===== src/rtl/alu_pkg.sv =====
// Shared definitions for the registered ALU: default width, opcode encoding
// and the full-adder cell used by the ripple-carry adder.
package alu_pkg;

  localparam int unsigned ALU_WIDTH = 16;

  typedef enum logic [1:0] {
    OP_ADD = 2'b00,
    OP_SUB = 2'b01,
    OP_AND = 2'b10,
    OP_OR  = 2'b11
  } alu_op_e;

  // One-bit full adder; returns {carry_out, sum}.
  function automatic logic [1:0] full_add(input logic a, input logic b, input logic c);
    logic s;
    logic co;
    s  = a ^ b ^ c;
    co = (a & b) | (c & (a ^ b));
    return {co, s};
  endfunction

endpackage


===== src/rtl/alu_adder.sv =====
// WIDTH-bit ripple-carry adder chained from full-adder cells.
module alu_adder
  import alu_pkg::*;
#(
  parameter int unsigned WIDTH = ALU_WIDTH
) (
  input  logic [WIDTH-1:0] a,
  input  logic [WIDTH-1:0] b,
  input  logic             cin,
  output logic [WIDTH-1:0] sum,
  output logic             cout
);

  logic [WIDTH:0] carry;

  assign carry[0] = cin;

  for (genvar i = 0; i < WIDTH; i++) begin : g_fa
    assign {carry[i+1], sum[i]} = full_add(a[i], b[i], carry[i]);
  end

  assign cout = carry[WIDTH];

endmodule


===== src/rtl/alu16_reg.sv =====
// Registered two-operand ALU (ADD/SUB/AND/OR) with one-cycle latency;
// ADD and SUB share a single adder with B inversion and carry-in injection.
module alu16_reg
  import alu_pkg::*;
#(
  parameter int unsigned WIDTH = ALU_WIDTH
) (
  input  logic             clk,
  input  logic             reset,
  input  logic [1:0]       op,
  input  logic [WIDTH-1:0] i0,
  input  logic [WIDTH-1:0] i1,
  output logic [WIDTH-1:0] o,
  output logic             cout
);

  logic             arith_c;
  logic [WIDTH-1:0] add_b_c;
  logic             add_cin_c;
  logic [WIDTH-1:0] add_sum_c;
  logic             add_cout_c;
  logic [WIDTH-1:0] res_c;
  logic             carry_c;

  // SUB is i0 + ~i1 + 1; carry-in only when the op is arithmetic.
  assign arith_c   = ~op[1];
  assign add_b_c   = op[0] ? ~i1 : i1;
  assign add_cin_c = op[0] & arith_c;

  alu_adder #(
    .WIDTH (WIDTH)
  ) u_adder (
    .a    (i0),
    .b    (add_b_c),
    .cin  (add_cin_c),
    .sum  (add_sum_c),
    .cout (add_cout_c)
  );

  // Result select; logic ops never report a carry.
  always_comb begin
    res_c   = '0;
    carry_c = 1'b0;
    case (alu_op_e'(op))
      OP_ADD, OP_SUB: begin
        res_c   = add_sum_c;
        carry_c = add_cout_c;
      end
      OP_AND: res_c = i0 & i1;
      OP_OR:  res_c = i0 | i1;
      default: begin
        res_c   = '0;
        carry_c = 1'b0;
      end
    endcase
  end

  always_ff @(posedge clk) begin
    if (reset) begin
      o    <= '0;
      cout <= 1'b0;
    end else begin
      o    <= res_c;
      cout <= carry_c;
    end
  end

endmodule


===== config.mk =====
export PLATFORM = sky130hd
export DESIGN_NAME = alu16_reg
export DESIGN_NICKNAME = d
export VERILOG_FILES = /design/src/rtl/alu_pkg.sv /design/src/rtl/alu_adder.sv /design/src/rtl/alu16_reg.sv
export SDC_FILE = /design/constraint.sdc
export NUM_CORES = 1
export LEC_CHECK = 0
export CAP_MARGIN = 20
export CORE_ASPECT_RATIO = 1.2
export CORE_UTILIZATION = 47
export CTS_CLUSTER_DIAMETER = 100
export DETAILED_ROUTE_END_ITERATION = 8
export PLACE_DENSITY = 0.86
export RECOVER_POWER = 25
export SLEW_MARGIN = 20
export SYNTH_ARGS = -nofsm -noshare
export SYNTH_HDL_FRONTEND = slang
export SYNTH_SLANG_ARGS = --single-unit

===== constraint.sdc =====
create_clock -name clk -period 11.8 [get_ports clk]
set_input_delay 1.77 -clock clk [delete_from_list [all_inputs] [get_ports clk]]
set_output_delay 1.77 -clock clk [all_outputs]
set_load 0.01 [all_outputs]

Figure 1. Routed metal per tile.
10 x 12 tiles, from dark blue (low) to red (high), scaled to the fullest tile. Values are wire area over tile area, all layers added.
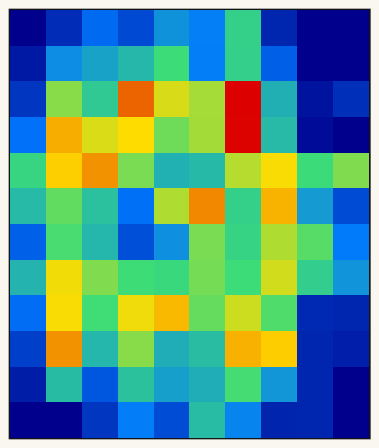
The mean over all tiles is 0.14. The fullest tile reaches 0.35. 8.3% of the tiles are nearly empty. 36% of the tiles are over half the peak.
GR Util All Layers: 0.2159
via count: 1160

Figure 2. Nets reached from selected ports.
The bar under the picture is 20 um long.
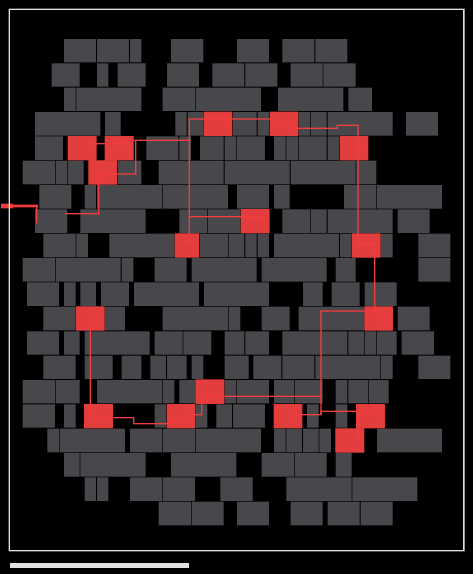
Red marks reset, direction input, edge west, end cells 17, wire 176 um.
port bufs: 52
I/O Pins: 53

==> impl_metrics.csv <==
group,metric,value,unit
hold_path,holdCritPathClass,"primary input to register",
cells_and_area,area.sequential,340.3,um^2
drt,remaining_drc_errors,0,
cts,root_buffer,"clkbuf_4",
sta,fin_crit_sh,0.7323,
setup_path,critical_path.max_stage_delay,0.45,ns
drt,highest_layer,"met4",
yosys,syn_area,1331,um^2
drt,dr_wl_met2,1.627,mm
floorplan,core_area,2603,um^2
flow_run,max_cap_violations,0,
pwr,p_clk_frac,0.185,
pwr,seq_power,0.0661,mW
setup_path,arrival,8.80,ns
sta,hold_violations,0,
global_routing,grt_pass1_wl,4.905,mm
pwr,pwr-share-seq,0.384,
sta,tns,0,ns
run_status,status,"finished, final reports clean",
pwr,switching_share,0.3123,
pwr,p_leak,0.7451,nW
setup_path,cp_max_fo,34,
floorplan,dieHeight,60.30,um
sta,rsz0062_at_grt,"no",
cts,cts_sinks,17,
cts,cts_resized,0,
cells_and_area,comb_area,847.1,um^2
pwr,irDropWorstVdd,0.06366,mV
cells_and_area,nFillCells,213,
pwr,internal_power,0.1183,mW
cells_and_area,antennaDiodeCount,0,
drt,route.final.wire_length,2.736,mm
pwr,power.density,92.68,nW/um^2
floorplan,die_w,50.59,um
pwr,pwr-share-comb,0.431,
global_routing,grt_start_max_net_pins,35,
yosys,ys_types,18,
cts,post-cts-setup-buffers,0,
yosys,yosysChipArea,1331,um^2
drt,drt_iter0_drc,11,
sta,final-setup-viol-count,0,
drt,detailroute.wirelength.met3,91,um
global_routing,grt.overflow.total,0,
cells_and_area,syn2layout_area_growth,39.38,%
cells_and_area,lay_top_cells,"clkdlybuf4s50_1 (44), inv_1 (17), dfxtp_1 (17)",
pwr,powerClk,0.0317,mW
cts,h-tree-depth,1,
setup_path,crit_slowest_cell,"clkdlybuf4s50_1",
setup_path,path_buffers,7,
cts,cts_buffer_depth,2,
floorplan,die-area,3050,um^2
drt,vias_per_cell,5.202,
cts,cts_tree,"done",
sta,fmax,115.7,MHz
sta,holdWs,2.099,ns
sta,maxSlewHeadroom,0.5547,
drt,dr.pass1.iters,5,
Figure 3. Clock wiring as the flow saved it.
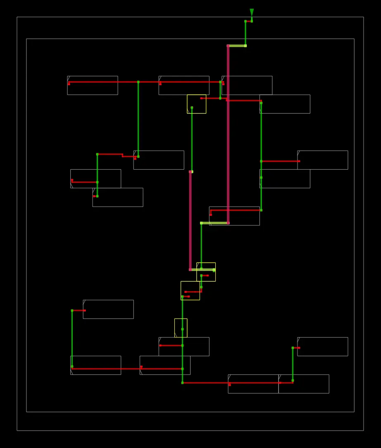
flop count: 17
Num CTS Buffers: 3
CLK BUF: 3

final timing paths:
check	startpoint	endpoint	slack [ns]	cells past startpoint
max	op[0]	o[15]	3.16	26
min	i0[13]	o[13]	2.10	3
layout make-up:
cell class,instances,area share
Sequential cell,17,0.1834
Multi-Input combinational cell,98,0.4565
Tap cell,33,0.02225
Timing Repair Buffer,54,0.2886
Clock inverter,1,0.002697
Inverter,17,0.03439
Clock buffer,3,0.01214
metal layers:
layer,GRT usage,vias to the layer above
li1,-,568
met1,0.2247,561
met2,0.4305,27
met3,0.02036,4
met4,0.1032,0
met5,0,-
cells in the mapped netlist (all sizes together):
cell type  instances
dfxtp             17
inv               17
a311oi            16
fa                16
nand2             16
o21ai             16
xnor2             12
nor2b             10
buf                8
nor2               4
xor2               4
and2b              2
clkbuf             1
nand2b             1
nor3b              1
state kept, by name (all words and copies together), names as in the netlist:
signal  flops
cout        1
o          16
stage by stage:
step	instance area [um^2]	total power [mW]	setup WS, ns	cells	utilization
detailed placement	1828	0.1440	2.852	219	0.7024
CTS	1856	0.1767	3.150	223	0.7130
global placement	1828	0.1397	3.001	219	0.7024
finish	1856	0.1720	3.159	223	0.7130
global route	1856	0.1883	2.754	223	0.7130
floorplan	1331	0.1095	3.708	141	-
cells by family (layout without fill, tap and decap cells):
kind of cell	count (synthesis)	count (layout)	synth area share
and+or+nand+nor	34	34	0.1250
DFF	17	17	0.2556
AOI/OAI and AO/OA	32	32	0.1654
xor gates and xnor gates	16	16	0.1053
adders and majority gates	16	16	0.2406
buffers and inverters	26	75	0.1081
Power is estimated from default activity; no workload was simulated.
